--- src/rtl/ecc_pkg.sv ---
`default_nettype none
// ----------------------------------------------------------------------------
// ecc_pkg: SECDED widths, encoder and shared enums for the ECC scrubber
// Revision: 1.0
// ----------------------------------------------------------------------------
package ecc_pkg;

   localparam int MAX_DATA_WIDTH = 32;
   localparam int MAX_CW_WIDTH   = 39;

   typedef enum logic [1:0] {
      IDLE = 2'd0,
      RD   = 2'd1,
      DEC  = 2'd2,
      WB   = 2'd3
   } scrub_state_e;

   typedef enum logic [1:0] {
      CLEAN  = 2'd0,
      CORR   = 2'd1,
      UNCORR = 2'd2
   } dec_result_e;

   // Smallest R with 2^R >= data_width + R + 1.
   function automatic int ecc_r_width(input int data_width);
      int r;
      r = 0;
      for (int i = 6; i >= 1; i--) begin
         if ((1 << i) >= data_width + i + 1) r = i;
      end
      return r;
   endfunction

   function automatic int ecc_cw_width(input int data_width);
      return ecc_r_width(data_width) + data_width + 1;
   endfunction

   function automatic bit ecc_is_pow2(input int p);
      return (p != 0) && ((p & (p - 1)) == 0);
   endfunction

   function automatic int ecc_data_pos(input int k);
      int cnt;
      int pos;
      cnt = 0;
      pos = 0;
      for (int p = 1; p < MAX_CW_WIDTH; p++) begin
         if (!ecc_is_pow2(p)) begin
            if (cnt == k && pos == 0) pos = p;
            cnt++;
         end
      end
      return pos;
   endfunction

   function automatic logic [MAX_CW_WIDTH-1:0] ecc_encode(
      input logic [MAX_DATA_WIDTH-1:0] data,
      input int                        data_width
   );
      logic [MAX_CW_WIDTH-1:0] cw;
      logic                    par;
      int                      r;
      int                      cw_w;
      cw   = '0;
      r    = ecc_r_width(data_width);
      cw_w = ecc_cw_width(data_width);
      for (int k = 0; k < MAX_DATA_WIDTH; k++) begin
         if (k < data_width) cw[ecc_data_pos(k)] = data[k];
      end
      for (int i = 0; i < 6; i++) begin
         if (i < r) begin
            par = 1'b0;
            for (int p = 1; p < MAX_CW_WIDTH; p++) begin
               if (p < cw_w && (p & (1 << i)) != 0) par = par ^ cw[p];
            end
            cw[1 << i] = par;
         end
      end
      cw[0] = ^cw;
      return cw;
   endfunction

endpackage
`default_nettype wire

--- src/rtl/ecc_secded_dec.sv ---
`default_nettype none
// ----------------------------------------------------------------------------
// ecc_secded_dec: combinational SECDED decoder (corrects 1 bit, detects 2)
// Revision: 1.0
// ----------------------------------------------------------------------------
module ecc_secded_dec
   import ecc_pkg::*;
#(
   parameter int  DATA_WIDTH = 8,
   localparam int R_WIDTH    = ecc_r_width(DATA_WIDTH),
   localparam int CW_WIDTH   = ecc_cw_width(DATA_WIDTH)
) (
   input  logic [CW_WIDTH-1:0]   codeword,
   output logic [CW_WIDTH-1:0]   corr_codeword,
   output logic [DATA_WIDTH-1:0] corr_data,
   output logic [1:0]            result
);

   logic [R_WIDTH-1:0]  syndrome;
   logic                parity;
   logic [CW_WIDTH-1:0] flip_mask;

   always_comb begin
      syndrome = '0;
      for (int p = 1; p < CW_WIDTH; p++) begin
         if (codeword[p]) syndrome = syndrome ^ R_WIDTH'(p);
      end
   end

   assign parity = ^codeword;

   // A zero syndrome with odd parity points at the overall parity bit itself.
   always_comb begin
      flip_mask = '0;
      result    = CLEAN;
      if (!parity) begin
         if (syndrome != '0) result = UNCORR;
      end else if (int'(syndrome) < CW_WIDTH) begin
         result    = CORR;
         flip_mask = CW_WIDTH'(1) << syndrome;
      end else begin
         result = UNCORR;
      end
   end

   assign corr_codeword = codeword ^ flip_mask;

   for (genvar k = 0; k < DATA_WIDTH; k++) begin : g_data
      assign corr_data[k] = corr_codeword[ecc_data_pos(k)];
   end

endmodule
`default_nettype wire

--- src/rtl/ecc_scrubber.sv ---
`default_nettype none
// ----------------------------------------------------------------------------
// ecc_scrubber: sweeps the RAM, counts SECDED errors and (with
// ECC_SCRUB_WRITEBACK_EN defined) rewrites correctable words.
// Revision: 1.0
// ----------------------------------------------------------------------------
module ecc_scrubber
   import ecc_pkg::*;
#(
   parameter int  DATA_WIDTH = 8,
   parameter int  ADDR_WIDTH = 4,
   parameter int  CNT_WIDTH  = 16,
   localparam int CW_WIDTH   = ecc_cw_width(DATA_WIDTH)
) (
   input  logic                  clk,
   input  logic                  rst,
   input  logic                  start,
   output logic                  busy,
   output logic                  done,
   output logic [ADDR_WIDTH-1:0] mem_addr,
   output logic                  mem_re,
   output logic                  mem_we,
   output logic [CW_WIDTH-1:0]   mem_wdata,
   input  logic [CW_WIDTH-1:0]   mem_rdata,
   output logic [CNT_WIDTH-1:0]  corr_cnt,
   output logic [CNT_WIDTH-1:0]  uncorr_cnt,
   output logic                  uncorr_valid,
   output logic [ADDR_WIDTH-1:0] uncorr_addr
);

   scrub_state_e          state_q, state_d;
   logic [ADDR_WIDTH-1:0] addr_q, addr_d;
   logic [CNT_WIDTH-1:0]  corr_cnt_q, corr_cnt_d;
   logic [CNT_WIDTH-1:0]  uncorr_cnt_q, uncorr_cnt_d;
   logic                  uncorr_valid_q, uncorr_valid_d;
   logic [ADDR_WIDTH-1:0] uncorr_addr_q, uncorr_addr_d;
   logic                  done_q, done_d;
   logic                  advance;
   logic                  last_addr;

   logic [CW_WIDTH-1:0]   dec_codeword;
   logic [DATA_WIDTH-1:0] dec_data;
   logic [1:0]            dec_result_raw;
   dec_result_e           dec_result;
   logic                  unused_dec;

`ifdef ECC_SCRUB_WRITEBACK_EN
   logic [CW_WIDTH-1:0]   wdata_q, wdata_d;
`endif

   ecc_secded_dec #(
      .DATA_WIDTH (DATA_WIDTH)
   ) u_dec (
      .codeword      (mem_rdata),
      .corr_codeword (dec_codeword),
      .corr_data     (dec_data),
      .result        (dec_result_raw)
   );

   assign dec_result = dec_result_e'(dec_result_raw);
   assign last_addr  = (addr_q == '1);

`ifdef ECC_SCRUB_WRITEBACK_EN
   assign unused_dec = ^dec_data;
`else
   assign unused_dec = ^{dec_data, dec_codeword};
`endif

   function automatic logic [CNT_WIDTH-1:0] sat_inc(input logic [CNT_WIDTH-1:0] v);
      return (v == '1) ? v : v + 1'b1;
   endfunction

   always_comb begin
      state_d        = state_q;
      addr_d         = addr_q;
      corr_cnt_d     = corr_cnt_q;
      uncorr_cnt_d   = uncorr_cnt_q;
      uncorr_valid_d = uncorr_valid_q;
      uncorr_addr_d  = uncorr_addr_q;
      done_d         = 1'b0;
      advance        = 1'b0;
`ifdef ECC_SCRUB_WRITEBACK_EN
      wdata_d        = wdata_q;
`endif
      case (state_q)
         // A start coinciding with the done pulse is dropped on purpose.
         IDLE: begin
            if (start && !done_q) begin
               corr_cnt_d     = '0;
               uncorr_cnt_d   = '0;
               uncorr_valid_d = 1'b0;
               uncorr_addr_d  = '0;
               addr_d         = '0;
               state_d        = RD;
            end
         end
         RD: state_d = DEC;
         DEC: begin
            advance = 1'b1;
            case (dec_result)
               CORR: begin
                  corr_cnt_d = sat_inc(corr_cnt_q);
`ifdef ECC_SCRUB_WRITEBACK_EN
                  wdata_d = dec_codeword;
                  state_d = WB;
                  advance = 1'b0;
`endif
               end
               UNCORR: begin
                  uncorr_cnt_d = sat_inc(uncorr_cnt_q);
                  if (!uncorr_valid_q) begin
                     uncorr_valid_d = 1'b1;
                     uncorr_addr_d  = addr_q;
                  end
               end
               default: ;
            endcase
         end
`ifdef ECC_SCRUB_WRITEBACK_EN
         WB: advance = 1'b1;
`endif
         default: state_d = IDLE;
      endcase

      if (advance) begin
         if (last_addr) begin
            done_d  = 1'b1;
            addr_d  = '0;
            state_d = IDLE;
         end else begin
            addr_d  = addr_q + 1'b1;
            state_d = RD;
         end
      end
   end

   always_ff @(posedge clk) begin
      if (rst) begin
         state_q        <= IDLE;
         addr_q         <= '0;
         corr_cnt_q     <= '0;
         uncorr_cnt_q   <= '0;
         uncorr_valid_q <= 1'b0;
         uncorr_addr_q  <= '0;
         done_q         <= 1'b0;
`ifdef ECC_SCRUB_WRITEBACK_EN
         wdata_q        <= '0;
`endif
      end else begin
         state_q        <= state_d;
         addr_q         <= addr_d;
         corr_cnt_q     <= corr_cnt_d;
         uncorr_cnt_q   <= uncorr_cnt_d;
         uncorr_valid_q <= uncorr_valid_d;
         uncorr_addr_q  <= uncorr_addr_d;
         done_q         <= done_d;
`ifdef ECC_SCRUB_WRITEBACK_EN
         wdata_q        <= wdata_d;
`endif
      end
   end

   assign busy         = (state_q != IDLE);
   assign done         = done_q;
   assign mem_addr     = addr_q;
   assign mem_re       = (state_q == RD);
   assign corr_cnt     = corr_cnt_q;
   assign uncorr_cnt   = uncorr_cnt_q;
   assign uncorr_valid = uncorr_valid_q;
   assign uncorr_addr  = uncorr_addr_q;

`ifdef ECC_SCRUB_WRITEBACK_EN
   assign mem_we    = (state_q == WB);
   assign mem_wdata = mem_we ? wdata_q : '0;
`else
   assign mem_we    = 1'b0;
   assign mem_wdata = '0;
`endif

endmodule
`default_nettype wire

--- config.mk ---
export PLATFORM = sky130hd
export DESIGN_NAME = ecc_scrubber
export DESIGN_NICKNAME = d
export VERILOG_FILES = /design/src/rtl/ecc_pkg.sv /design/src/rtl/ecc_secded_dec.sv /design/src/rtl/ecc_scrubber.sv
export SDC_FILE = /design/constraint.sdc
export NUM_CORES = 1
export LEC_CHECK = 0
export ABC_AREA = 1
export CAP_MARGIN = 20
export CORE_MARGIN = 2
export CORE_UTILIZATION = 30
export DETAILED_ROUTE_END_ITERATION = 10
export PLACE_DENSITY = 0.6
export SLEW_MARGIN = 25
export SYNTH_ARGS = -nofsm -noshare
export SYNTH_HDL_FRONTEND = slang
export SYNTH_HIERARCHICAL = 1
export SYNTH_SLANG_ARGS = --single-unit
--- constraint.sdc ---
create_clock -name clk -period 3.5 [get_ports clk]
set_input_delay 0.7 -clock clk [delete_from_list [all_inputs] [get_ports clk]]
set_output_delay 0.7 -clock clk [all_outputs]
set_load 0.01 [all_outputs]
==> impl_metrics.env <==
# flow metrics
export IMPL_ctsResizeCount=0
export IMPL_final_common_cell="nand2_1"
export IMPL_nonClkBufAreaFrac_pct=15.0
export IMPL_final_report_max_slew_violation_count=0
export IMPL_tap_cell_count=140
export IMPL_final_signal_inverter_count=87
export IMPL_gr_usage_met3_pct=1.73
export IMPL_worst_slew_margin_rel_pct=62.8
export IMPL_crit_chain="clkdlybuf4s50_1 > inv_2 > nand2_2 > nand2_2 > nand2_2 > nand2_1 > nand2_1 > nand2_4 > nand2_1 > nand2_1 > inv_1 > nand2_1 > nand2_1 > a21oi_1 > nor2_2 > buf_4 > nand3_1 > nand2_1 > inv_1 > nor2_1"
export IMPL_clock_tree_buffer_depth=2
export IMPL_final_clk_cell_share_pct=2.72
export IMPL_post_layout_total_power_w=0.00121
export IMPL_worst_slack_ns=0.628
export IMPL_global_route_peak_usage_layer="met2"
export IMPL_internal_power_w=0.000836
export IMPL_cp_end_kind="register"
export IMPL_max_cap_violations=0
export IMPL_grt_first_pass_wirelength_mm=13.5
export IMPL_crit_start="mem_rdata[7]"
export IMPL_gp_congestion=0.864
export IMPL_timing_hold_worst_path_depth=2
export IMPL_placement_cell_area_um2=3980
export IMPL_drive_gt1_share_pct=10.5
export IMPL_syn_cell_area_um2=3310
export IMPL_postCtsSetupBuffers=0
export IMPL_cts_root_buffer="clkbuf_8"
export IMPL_drt_iter0_drc=185
export IMPL_layout_worst_path_cycle_share_pct=82.1
export IMPL_seqCellArea_um2=881
export IMPL_cp_num_cells=20
export IMPL_worstReg2RegStart="uncorr_cnt[0]$_SDFFE_PP0P_"
export IMPL_ant_nets=0
export IMPL_dp_cells=749
export IMPL_pg_comb_w=0.000276
export IMPL_run_status="finished clean"
export IMPL_worstPathBufferInverterCount=5
export IMPL_fin_hold_ws_ns=0.470
export IMPL_timing_critical_path_fanout_max=14
export IMPL_crit_arrival_ns=3.11
export IMPL_largestPowerGroup="registers"
export IMPL_timing_critical_path_required_ns=3.74
export IMPL_hpwl_mm=6.42
export IMPL_min_to="uncorr_addr[2]$_SDFFE_PP0P_"
export IMPL_floorplan_die_area_um2=11900
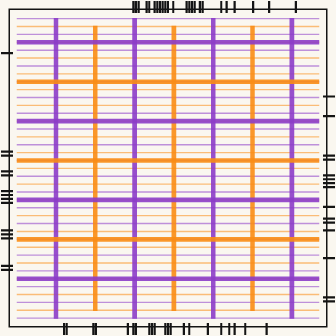
(images/power_grid.png)
Pins as bars on the die edge.
- purple: VSS
- orange: VDD
- met4 straps: 7
- rows: 38
core outline area: 10,800 µm²
Peak supply drop: 182 µV
Die Span X: 109 µm
overall die height: 109 µm

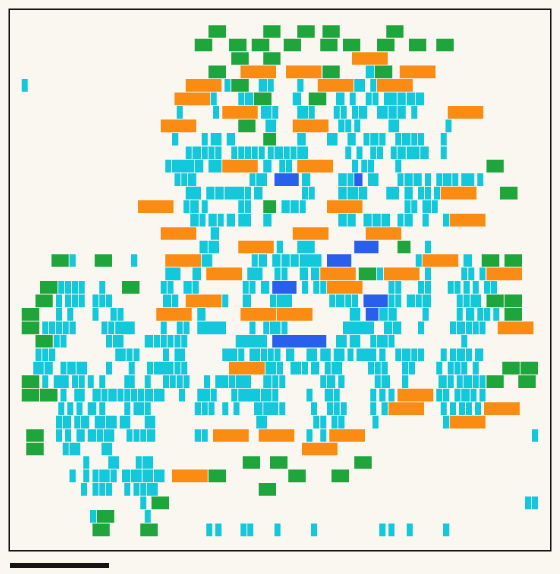
(images/placement_by_type.png)
The bar under the picture is 20 µm long.
- orange: sequential cells (cells 44; share of their area 22%)
- green: remaining buffers and delay cells (cells 62; share of their area 16%)
- blue: clock drivers and dummy loads (cells 8; share of their area 2.8%)
- cyan: combinational and other logic (cells 503; share of their area 59%)
register share of the cell area: 21.5%
post-route cell area: 4090 µm²
number of standard-cell rows in the floorplan: 38

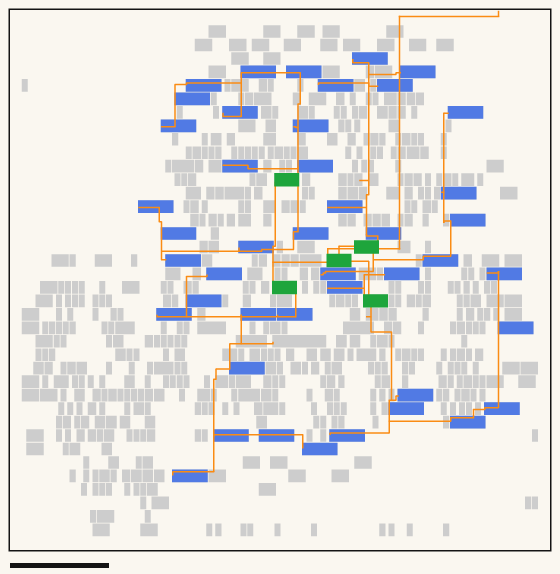
(images/clk_routes.png)
The bar under the picture is 20 µm long.
- orange: clock wires (length 673 µm)
- green: clock drivers (count 5)
- blue: flip-flops (count 44)
- routed clock nets: 6
clock tree skew after final layout: 0.00875 ns
Clock power frac: 33.1%
Clk Latency, worst-skew pair: 0.30 ns

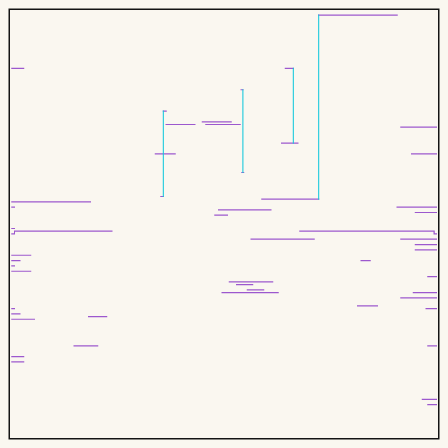
(images/wires.png)
Only two layers are drawn.
- purple: metal 3 (wire length 347 µm)
- cyan: metal 4 (wire length 109 µm)
final WL: 8.24 mm
Via Count: 3,455
routed len/inst: 10.9 µm
all-layer global routing usage: 13.9%

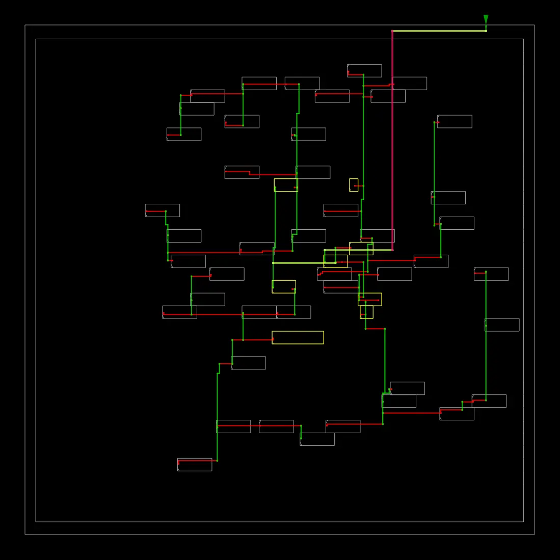
(images/clocks.png)
number of sinks on the clock net: 44
clock network power: 0.000402 W
final sequential cell count: 44

Power is estimated from default activity; no workload was simulated.
